**src/rtl/instr_fetch_unit_if.sv**
```systemverilog
// rtl/instr_fetch_unit_if.sv - fetch unit bus bundle: imem port, decode handshake, redirect
//
// Signals:
//   imem_addr      fetch byte address to instruction memory (word aligned)
//   imem_data      instruction word, combinational from imem_addr
//   instr_valid    head prefetch entry is presented to decode
//   instr_ready    decode accepts the presented entry
//   instr_data     instruction word of head entry
//   instr_pc       PC of head entry
//   redirect_valid flush prefetch and restart at redirect_pc
//   redirect_pc    restart target (bits [1:0] ignored)
// Modports:
//   master  fetch unit side
//   slave   memory / decode / execute side
interface instr_fetch_unit_if;
    logic [31:0] imem_addr;
    logic [31:0] imem_data;
    logic        instr_valid;
    logic        instr_ready;
    logic [31:0] instr_data;
    logic [31:0] instr_pc;
    logic        redirect_valid;
    logic [31:0] redirect_pc;

    modport master (
        output imem_addr,
        input  imem_data,
        output instr_valid,
        input  instr_ready,
        output instr_data,
        output instr_pc,
        input  redirect_valid,
        input  redirect_pc
    );

    modport slave (
        input  imem_addr,
        output imem_data,
        input  instr_valid,
        output instr_ready,
        input  instr_data,
        input  instr_pc,
        output redirect_valid,
        output redirect_pc
    );
endinterface

```
**src/rtl/instr_fetch_unit.sv**
```systemverilog
// rtl/instr_fetch_unit.sv - instruction fetch front end with prefetch FIFO and redirect
//
// Ports:
//   clk             clock, all state updates on rising edge
//   rst_n           asynchronous active-low reset
//   bus             instr_fetch_unit_if.master (imem port, decode handshake, redirect)
//   perf_fetch_cnt  (FETCH_PERF_EN only) pushes into the prefetch FIFO, wraps
//   perf_stall_cnt  (FETCH_PERF_EN only) cycles with no push and no redirect, wraps
// Parameters:
//   RESET_PC        word-aligned PC after reset
//   FIFO_DEPTH      prefetch entries, power of two, >= 2
// Optional feature macro: FETCH_PERF_EN
module instr_fetch_unit #(
    parameter logic [31:0] RESET_PC   = 32'h0000_0000,
    parameter int          FIFO_DEPTH = 2
) (
    input  logic                    clk,
    input  logic                    rst_n,
    instr_fetch_unit_if.master      bus
`ifdef FETCH_PERF_EN
    ,
    output logic [31:0]             perf_fetch_cnt,
    output logic [31:0]             perf_stall_cnt
`endif
);

    localparam int PTR_W = $clog2(FIFO_DEPTH);
    localparam int CNT_W = $clog2(FIFO_DEPTH + 1);
    localparam logic [CNT_W-1:0] FULL_CNT = CNT_W'(FIFO_DEPTH);

    logic [31:0]      pc_q;
    logic [31:0]      fifo_pc   [FIFO_DEPTH];
    logic [31:0]      fifo_word [FIFO_DEPTH];
    logic [PTR_W-1:0] rd_ptr;
    logic [PTR_W-1:0] wr_ptr;
    logic [CNT_W-1:0] count;

    logic pop;
    logic push;

    // Redirect masks valid in the same cycle so decode never consumes a
    // wrong-path entry while the flush is happening.
    assign bus.instr_valid = (count != '0) && !bus.redirect_valid;
    assign bus.instr_data  = fifo_word[rd_ptr];
    assign bus.instr_pc    = fifo_pc[rd_ptr];
    assign bus.imem_addr   = pc_q;

    assign pop  = bus.instr_valid && bus.instr_ready;
    // A pop frees the head slot this cycle, so a full FIFO can still accept.
    assign push = !bus.redirect_valid && ((count < FULL_CNT) || pop);

    always_ff @(posedge clk or negedge rst_n) begin
        if (!rst_n) begin
            pc_q   <= RESET_PC;
            rd_ptr <= '0;
            wr_ptr <= '0;
            count  <= '0;
            for (int i = 0; i < FIFO_DEPTH; i++) begin
                fifo_pc[i]   <= '0;
                fifo_word[i] <= '0;
            end
        end else if (bus.redirect_valid) begin
            pc_q   <= {bus.redirect_pc[31:2], 2'b00};
            rd_ptr <= '0;
            wr_ptr <= '0;
            count  <= '0;
        end else begin
            if (push) begin
                fifo_pc[wr_ptr]   <= pc_q;
                fifo_word[wr_ptr] <= bus.imem_data;
                wr_ptr            <= wr_ptr + 1'b1;
                pc_q              <= pc_q + 32'd4;
            end
            if (pop) begin
                rd_ptr <= rd_ptr + 1'b1;
            end
            if (push && !pop) begin
                count <= count + 1'b1;
            end else if (pop && !push) begin
                count <= count - 1'b1;
            end
        end
    end

`ifdef FETCH_PERF_EN
    always_ff @(posedge clk or negedge rst_n) begin
        if (!rst_n) begin
            perf_fetch_cnt <= '0;
            perf_stall_cnt <= '0;
        end else begin
            if (push) begin
                perf_fetch_cnt <= perf_fetch_cnt + 32'd1;
            end
            if (!push && !bus.redirect_valid) begin
                perf_stall_cnt <= perf_stall_cnt + 32'd1;
            end
        end
    end
`endif

endmodule

```
**src/flat_wrapper.sv**
```systemverilog
// flat-port wrapper written by rule: the top's interface ports become plain ports
module instr_fetch_unit_flat 
#(
    parameter logic [31:0] RESET_PC   = 32'h0000_0000,
    parameter int          FIFO_DEPTH = 2
)
  (clk, rst_n, bus_imem_addr, bus_imem_data, bus_instr_valid, bus_instr_ready, bus_instr_data, bus_instr_pc, bus_redirect_valid, bus_redirect_pc);
  instr_fetch_unit_if bus_i ();
  input  logic clk;
  input  logic rst_n;
  output wire logic [$bits(bus_i.imem_addr)-1:0] bus_imem_addr;
  input wire logic [$bits(bus_i.imem_data)-1:0] bus_imem_data;
  output wire logic [$bits(bus_i.instr_valid)-1:0] bus_instr_valid;
  input wire logic [$bits(bus_i.instr_ready)-1:0] bus_instr_ready;
  output wire logic [$bits(bus_i.instr_data)-1:0] bus_instr_data;
  output wire logic [$bits(bus_i.instr_pc)-1:0] bus_instr_pc;
  input wire logic [$bits(bus_i.redirect_valid)-1:0] bus_redirect_valid;
  input wire logic [$bits(bus_i.redirect_pc)-1:0] bus_redirect_pc;
  assign bus_imem_addr = bus_i.imem_addr;
  assign bus_i.imem_data = bus_imem_data;
  assign bus_instr_valid = bus_i.instr_valid;
  assign bus_i.instr_ready = bus_instr_ready;
  assign bus_instr_data = bus_i.instr_data;
  assign bus_instr_pc = bus_i.instr_pc;
  assign bus_i.redirect_valid = bus_redirect_valid;
  assign bus_i.redirect_pc = bus_redirect_pc;
  instr_fetch_unit #(.RESET_PC(RESET_PC), .FIFO_DEPTH(FIFO_DEPTH)) u_core (.clk(clk), .rst_n(rst_n), .bus(bus_i));
endmodule
```
**config.mk**
```make
export PLATFORM = sky130hd
export DESIGN_NAME = instr_fetch_unit_flat
export DESIGN_NICKNAME = d
export VERILOG_FILES = /design/src/rtl/instr_fetch_unit_if.sv /design/src/rtl/instr_fetch_unit.sv /design/src/flat_wrapper.sv
export SDC_FILE = /design/constraint.sdc
export NUM_CORES = 1
export LEC_CHECK = 0
export CAP_MARGIN = 10
export CORE_ASPECT_RATIO = 1.75
export CORE_MARGIN = 2
export CORE_UTILIZATION = 45
export CTS_BUF_LIST = sky130_fd_sc_hd__clkbuf_4 sky130_fd_sc_hd__clkbuf_8 sky130_fd_sc_hd__clkbuf_16
export CTS_CLUSTER_DIAMETER = 80
export DETAILED_ROUTE_END_ITERATION = 16
export PLACE_DENSITY = 0.85
export SETUP_SLACK_MARGIN = 0.15
export SYNTH_ARGS = -nofsm -noshare
export SYNTH_HDL_FRONTEND = slang
export SYNTH_SLANG_ARGS = --single-unit
```
**constraint.sdc**
```tcl
create_clock -name clk -period 2.6 [get_ports clk]
set_clock_uncertainty 0.2 [all_clocks]
set_input_delay 0.52 -clock clk [delete_from_list [all_inputs] [get_ports clk]]
set_output_delay 0.52 -clock clk [all_outputs]
set_load 0.005 [all_outputs]
```
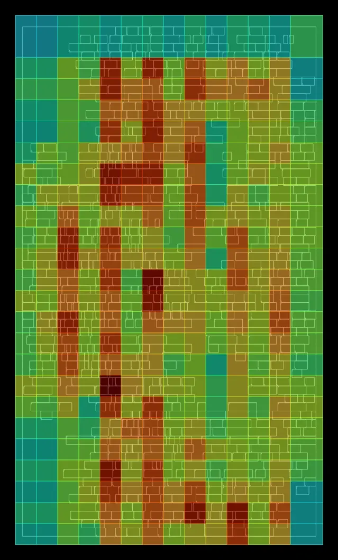
Figure 1: run 1, routing congestion.
global-route total usage across every layer: 21.3%
GR Util met2: 39.5%

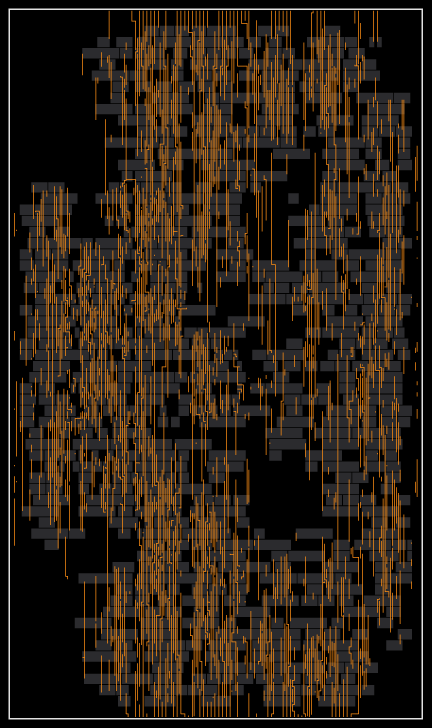
Figure 2: run 1, the metal 2 layer.
Cells faint in the background.
share of all routed wire = 56%
nets with wire on the layer = 758
wire length on this layer = 10,200 µm
longest straight run = 59.5 µm
main direction = vertical
Post-Route WL: 18.2 mm
routed vias: 5,253

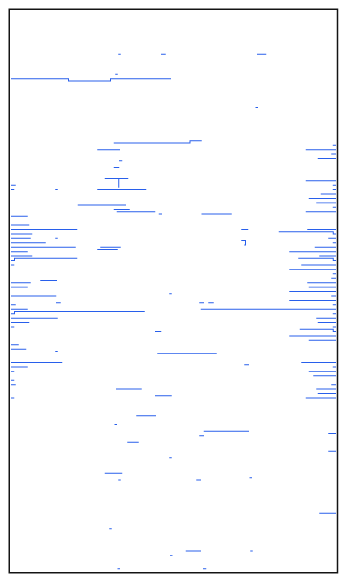
Figure 3: run 1, met3 routing.
share of all routed wire = 4.5%
main direction = horizontal
nets with wire on the layer = 103
wire length on this layer = 815 µm
GR Util met3: 4.53%

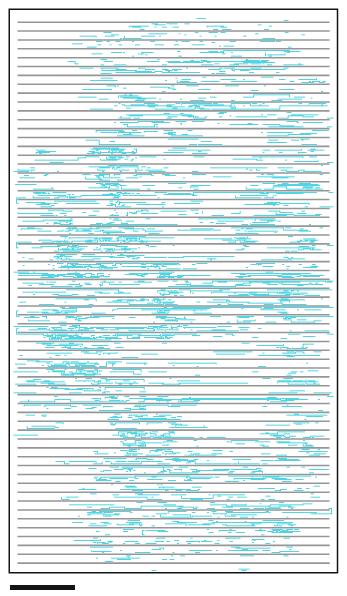
Figure 4: run 1, metal 1.
Bar = 20 µm. Supply wires on this layer in grey.
nets with wire on the layer = 740
wire length on this layer = 6,710 µm
global-route track usage on met1: 22.9%

==> run summary, run 1 <==
Summary of implementation figures.

Outcome
The run finished with clean final reports.

Synth
Yosys printed 0 warnings. The post-synthesis instance area is 7290 µm². Per the post-synthesis stats, the area per cell is 13.0 µm². Yosys mapped a number of flops with a built-in enable equal to 0. The fraction of synthesized cell area taken by the top area cell type is 54.2%. For this run, the leading register cell type out of synthesis is sky130_fd_sc_hd__dfrtp_1. Counting flops with an async set or reset pin after synthesis yields a share of 100%. The proportion of synthesized chip area in sequential cells is 54.2%. The largest total area in the synthesized netlist belongs to sky130_fd_sc_hd__dfrtp_1. The gate count after technology mapping is 562. The number of cells in Yosys stat is 562. The total cell area reported by yosys after synthesis is 7290 µm². After synthesis the netlist holds a flip-flop and latch count of 158. Yosys mapped the design onto 39 distinct sky130hd cell types. Sorting the synthesized cells by area gives the leading types as sky130_fd_sc_hd__dfrtp_1 54%, sky130_fd_sc_hd__mux2_2 29%, sky130_fd_sc_hd__or4_1 1.5%, sky130_fd_sc_hd__o31ai_1 1.3%, sky130_fd_sc_hd__nand4_1 1.3%.

Floorplan
165 I/O pins were placed. The number of placement rows is 61. Per the OpenROAD floorplan log, the height of the die is 172 µm. The chip occupies 17,300 µm². Once the floorplan was initialized, standard cells occupied 45.9% of the core. The die is 100 µm wide. In this run the standard cell core region covers 15,900 µm².

Routing
The first detailed-routing pass took 4 iterations. Per the detail_route report, vias per standard cell equal 5.55. The violation tally from detailed-route iteration zero is 225. The per-cell routed wire length is 19.3 µm.

In the routed design, unresolved DRC markers number 0. The count of nets left with antenna violations once routing finished came out at 0.

Setup path
The launch point of the worst reg-to-reg path is u_core.bus.imem_addr[13]. The arrival time of data at the critical path endpoint is 1820 ps. The register-to-register setup slack is 280 ps. The worst setup path is of the flip-flop to primary output kind. The required time of the worst setup path is 1880 ps.

The critical path launch point is u_core.rd_ptr. The type of destination of the critical path is a primary output. STA lists the maximum fanout along the critical path as 14.

STA classifies the critical path startpoint as a flip-flop.

Final timing
Across all checked pins, the minimum headroom to the slew limit is 60.0%. The final cycle utilization of the critical path is 97.8%. Setup repair after global routing could not meet its margin everywhere.

The hold violation total from the final report is 0. Looking at the max-slew report, the worst-margin pin has a slew of 599 ps. The fmax is 393 MHz. The smallest setup slack after layout is 56.3 ps. The worst path in the final design needs a cycle of 2540 ps, including I/O delays and setup. The number of slew-limit violations in the final report is 0. Per the finish-stage timing summary, setup violations number 0.

Layout
The tally of non-filler cells in the final layout is 947. The finished design was reported to have a net count of 814. The number of antenna diodes in the final layout is 0. The area growth from synthesis to layout is 35.5%. The fraction of final layout cells with drive strength greater than 1 is 36.1%. By instance count after routing, the leading logic cell types are 182 x sky130_fd_sc_hd__mux2_2, 157 x sky130_fd_sc_hd__dfrtp_1, 103 x sky130_fd_sc_hd__clkdlybuf4s50_1, 51 x sky130_fd_sc_hd__dlygate4sd2_1, 37 x sky130_fd_sc_hd__buf_4. Summing all non-filler instances in the final layout gives an area of 9880 µm². Counting only logic cells after layout, the most numerous master is sky130_fd_sc_hd__mux2_2.

GRT
Entering global routing, the biggest net connects 65 pins. The first global-routing pass estimated 28.5 mm of wire. The via count of the first global-routing pass came to 5,727.

The overall overflow remaining after global route is 0. The number of antenna violations at the first check in global routing came to 0.

Power and ir drop
Per the summary, power density relative to cell area is 762 nW/µm². Per the OpenROAD power report, leakage power amounts to 4.12 nW. The largest voltage drop on the vdd net is 0.000452 V.

Clock tree
In this run the deepest clock path goes through 2 buffers. The H-tree was split into 4 levels. TritonCTS created 17 clock buffers.

The clock sink total is 158. The root buffer cell is sky130_fd_sc_hd__clkbuf_16. The clock reaches the later pin of the worst-skew pair after 410 ps. Per the post-CTS timing run, clock transition at the registers of the reported paths is 60 ps. TritonCTS built the clock tree.

Place
Detailed placement finished with a half-perimeter wire length of 12.9 mm. In this run the cell area measured after placement is 9260 µm². The setup slack at placement is 17.3 ps.

The tally of buffers added on design ports is 158. The congestion estimate from routability-driven global placement came to 0.865. The number of placed instances with taps included is 905.

Run
The max-capacitance violation count is 0. Summing over the stages, the warning tally comes to 30.

Worst hold path
The worst hold path belongs to the class flip-flop to flip-flop.
## run 1: cell usage after synthesis, types with 6 or more instances
cell type / count
sky130_fd_sc_hd__buf_2: 11
sky130_fd_sc_hd__o31ai_1: 13
sky130_fd_sc_hd__nand2_1: 23
sky130_fd_sc_hd__dfrtp_1: 158
sky130_fd_sc_hd__nand3_1: 11
sky130_fd_sc_hd__a31oi_1: 12
sky130_fd_sc_hd__nand4_1: 15
sky130_fd_sc_hd__mux2_2: 186
sky130_fd_sc_hd__or4_1: 15
sky130_fd_sc_hd__nor2_1: 18
sky130_fd_sc_hd__clkbuf_1: 18
sky130_fd_sc_hd__inv_1: 7
sky130_fd_sc_hd__buf_1: 7
sky130_fd_sc_hd__xor2_1: 6
sky130_fd_sc_hd__o21ai_0: 11
## run 1: layout make-up
class                      count  area [µm²]
tap                          189         236
clock buffer                  19         440
fill                        1219        6000
timing repair buffer         204        1970
inverter                       7        26.3
clock inverter                13         106
sequential                   158        3960
multi-input combinational    357        3140
## run 1: critical path, cell delays in order, from the launching register on
cell and delay [ps]:
sky130_fd_sc_hd__dfrtp_2 430, sky130_fd_sc_hd__buf_12 170, sky130_fd_sc_hd__mux2_2 370, sky130_fd_sc_hd__clkdlybuf4s50_1 450
## run 1: kinds of logic after synthesis
kind of cell,after synthesis,share of synthesized area [%]
compound gates,49,4.48
fa+ha+maj,1,0.172
flops,158,54.2
other cells,1,0.0514
xor+xnor,10,1.20
simple gates,106,7.86
mux,187,28.9
buf+inv,50,3.14
## run 1: final timing paths
path,endpoint,depth (start not counted)
max in group asynchronous,u_core.fifo_pc[28],3
max reg2reg,u_core.bus.imem_addr[28],4
min in group asynchronous,u_core.fifo_word[43],2
min reg2reg,u_core.fifo_word[1],1
max,bus_instr_pc[22],3
min,u_core.fifo_word[1],1
## run 1: sequential cells by signal, indices dropped and copies added (netlist names)
name,cells
u_core.wr_ptr,1
u_core.bus.imem_addr,30
u_core.fifo_pc,60
u_core.rd_ptr,1
u_core.fifo_word,64
u_core.count,2
## run 1: routing by layer
metal | wire length, µm | share of wire, % | vias up | track usage, %
li1 | - | - | 2410 | -
met1 | 6710 | 37 | 2654 | 22.9
met2 | 10200 | 56 | 148 | 39.5
met3 | 814 | 4.5 | 41 | 4.53
met4 | 518 | 2.8 | 0 | 9.23
met5 | 0 | 0 | - | 0
## run 1: stage by stage
step	util, %	total power [mW]	TNS (ps)	hold WS [ps]
finish	62.2	7.53	0	300
global route	62.2	7.91	-0.187	314
CTS	61.9	7.59	-139	307
detailed placement	58.3	5.40	0	290
global placement	58.3	5.27	0	283
floorplan	-	4.26	0	24.4
## run 1: where the power goes
group	switching [mW]	total, mW	internal [mW]	leakage (nW)
clock	1.03	2.29	1.26	0.250
sequential	0.309	3.30	2.99	1.86
combinational	0.706	1.93	1.23	2.01
total	2.05	7.53	5.48	4.12
## run 1: repair_timing
action | CTS | global route
hold buffers | 1 | 0
hold endpoints to repair | 60 | 0
pin swaps | 0 | 0
endpoints found under the setup margin | 65 | 39
setup buffers | 4 | 4
cloned | 0 | 1
gates resized | 70 | 0
--- run 2 (diff from run 1) ---
--- a/config.mk
+++ b/config.mk
@@ -9,7 +9,7 @@
 export CORE_ASPECT_RATIO = 1.75
 export CORE_MARGIN = 2
 export CORE_UTILIZATION = 45
-export CTS_BUF_LIST = sky130_fd_sc_hd__clkbuf_4 sky130_fd_sc_hd__clkbuf_8 sky130_fd_sc_hd__clkbuf_16
+export CTS_BUF_LIST = sky130_fd_sc_hd__clkbuf_8
 export CTS_CLUSTER_DIAMETER = 80
 export DETAILED_ROUTE_END_ITERATION = 16
 export PLACE_DENSITY = 0.85
==> run summary, run 2 <==
Summary of implementation figures.

Place
The setup slack at placement is 17.3 ps (unchanged). The tally of buffers added on design ports is 158 (unchanged).

Layout
The flip-flop count of the largest register after layout came to 64 (unchanged). The total inserted antenna cells is 0 (unchanged). The cell area after layout is 9790 µm² (-0.92%).

In the layout the commonest cells are 179 x sky130_fd_sc_hd__mux2_2, 156 x sky130_fd_sc_hd__dfrtp_1, 94 x sky130_fd_sc_hd__clkdlybuf4s50_1, 38 x sky130_fd_sc_hd__buf_4, 26 x sky130_fd_sc_hd__dlygate4sd2_1. In this run the layout overhead on the synthesized area is reported as 34.3%. The fraction of final layout cells with drive strength greater than 1 is 39.2% (+3.1 points).

The most numerous logic cell after layout is sky130_fd_sc_hd__mux2_2.

GRT
The via count of the first global-routing pass came to 5,745 (+0.31%). The number of antenna violations at the first check in global routing came to 0 (unchanged). The overall routing resource usage was 21.3% (about the same).

Routing
The per-cell routed wire length was 19.5 µm (+1.5%). The remaining design rule violation count was 0 (unchanged). The per-cell via count in the routed design is 5.54 (-0.13%).

The violation tally from detailed-route iteration zero is 219 (-2.7%). The number of nets with antenna violations after detailed routing is 0 (unchanged).

Setup path
The required time of the worst setup path is 1880 ps (about the same). The type of element launching the critical path is a flip-flop. The cell family contributing the most delay on the critical path is buffers and inverters.

The total buffers and inverters traversed by the critical path was 3 (+1). STA classifies the critical path endpoint as a primary output. In this run the critical path is formed by buf_4, clkbuf_16, mux2_2, dlygate4sd2_1. The path type of the worst setup path is flip-flop to primary output.

Clock tree
The buffer depth of the longest clock path is 2 (unchanged). The CTS clock-pin slew for the worst setup and hold paths came to 80 ps (+20 ps). The total CTS buffers is 17 (unchanged).

Synth
The synthesis run shows the most used standard cells to be 186 x sky130_fd_sc_hd__mux2_2, 158 x sky130_fd_sc_hd__dfrtp_1, 23 x sky130_fd_sc_hd__nand2_1, 18 x sky130_fd_sc_hd__clkbuf_1, 18 x sky130_fd_sc_hd__nor2_1. The gate count after technology mapping came to 562 (unchanged). The async set or reset register ratio after synthesis is 100% (unchanged). The proportion of synthesized chip area in sequential cells was 54.2% (unchanged). The post-synthesis instance area is 7290 µm² (unchanged). The number of warnings printed during yosys synthesis is 0 (unchanged). The most frequently used flop master after synthesis is sky130_fd_sc_hd__dfrtp_1.

The total cell area reported by yosys after synthesis is 7290 µm² (unchanged).

Power and ir drop
The portion of total power attributed to the clock network is 23.5% (-7.0 points). The sequential power share was 47.8% (+4.0 points). The power per cell area is 706 nW/µm² (-7.4%).

The static leakage is 4.18 nW (+1.6%).

Final timing
The final number of setup-violating endpoints is 0 (unchanged). Setup repair after global routing could not meet its margin everywhere. The minimum clock period after layout was 2570 ps (+29.1 ps). The hold violation total from the final report is 0 (unchanged).

Outcome
The run finished with clean final reports.

Floorplan
The area of the core is 15,900 µm² (unchanged). The total I/O pin count is 165 (unchanged). The die boundary height is 172 µm (unchanged). The floorplan-stage core utilization is 45.9% (unchanged).
==> run 2: routing by layer <==
metal	routed length, µm	part of all wire [%]	GRT usage, %	up-vias
met3	843	4.5	5.05	39
met1	6920	37	22.8	2664
met4	501	2.7	9.41	0
li1	-	-	-	2415
met5	0	0	0	-
met2	10400	56	39.1	167
==> run 2: final timing paths <==
check	start	cells after the start	to
max in group asynchronous	rst_n	3	u_core.fifo_pc[28]
min reg2reg	u_core.fifo_word[1]	1	u_core.fifo_word[1]
max	u_core.rd_ptr	4	bus_instr_pc[3]
min	u_core.fifo_word[1]	1	u_core.fifo_word[1]
max reg2reg	u_core.bus.imem_addr[13]	4	u_core.bus.imem_addr[28]
min in group asynchronous	rst_n	2	u_core.fifo_word[43]
==> run 2: cell families (layout without fill, tap and decap cells) <==
logic type                 Yosys count  after routing  share of synthesized area [%]
buffers and inverters               50            250                           3.14
adders and majority gates            1              1                          0.172
other                                1              4                         0.0514
AOI/OAI and AO/OA                   49             49                           4.48
muxes                              187            187                           28.9
and+or+nand+nor                    106            106                           7.86
DFF                                158            158                           54.2
xor gates and xnor gates            10             10                           1.20
==> run 2: layout make-up <==
class	instances	area (µm²)	share of cell area [%]
clock buffer	17	234	2.39
clock inverter	15	114	1.16
inverter	7	26.3	0.268
multi-input combinational	357	3160	32.2
sequential	158	3960	40.4
tap	189	236	2.42
timing repair buffer	211	2070	21.1
==> run 2: timing repair <==
item,4_1_cts,5_1_grt
buffers inserted,3,10
hold endpoints to repair,60,0
pin swaps,0,0
resized,66,71
cloned,0,3
setup endpoints to repair,67,62
hold buffers,1,0
==> run 2: power groups by stage <==
stage,logic [mW],registers [mW],clock network [mW]
after floorplan,1.02,3.24,0
final,1.98,3.30,1.63
after detailed placement,2.07,3.34,0
after global placement,1.99,3.27,0
after global routing,2.14,3.36,1.78
after CTS,1.94,3.29,1.68
==> run 2: stage by stage <==
step / cells / hold slack, ps / util [%] / TNS, ps
2_1_floorplan: 565 / 24.4 / - / 0
3_3_place_gp: 905 / 283 / 58.3 / 0
6_report: 954 / 306 / 61.7 / 0
5_1_grt: 954 / 323 / 61.7 / -455
4_1_cts: 941 / 311 / 60.6 / -587
3_5_place_dp: 905 / 290 / 58.3 / 0
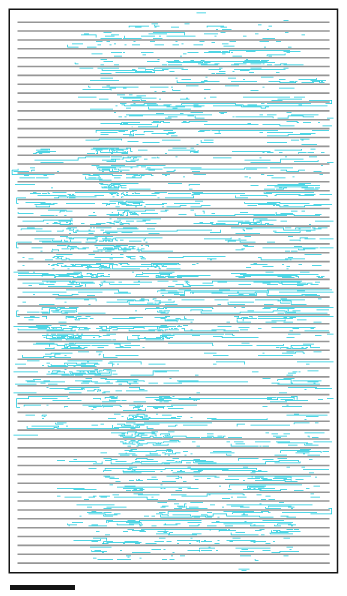
Figure 5: run 2, metal 1.
Bar = 20 µm. Supply wires on this layer in grey.
share of all routed wire = 37%
nets with wire on the layer = 748
global-route track usage on met1: 22.8%
Post-Route WL: 18.6 mm

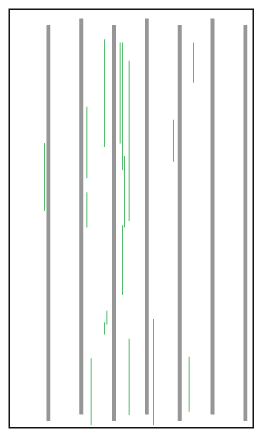
Figure 6: run 2, M4 wires.
Supply wires on this layer in grey.
main direction = vertical
longest straight run = 66.0 µm
share of all routed wire = 2.7%

Power and IR drop assume default switching activity.
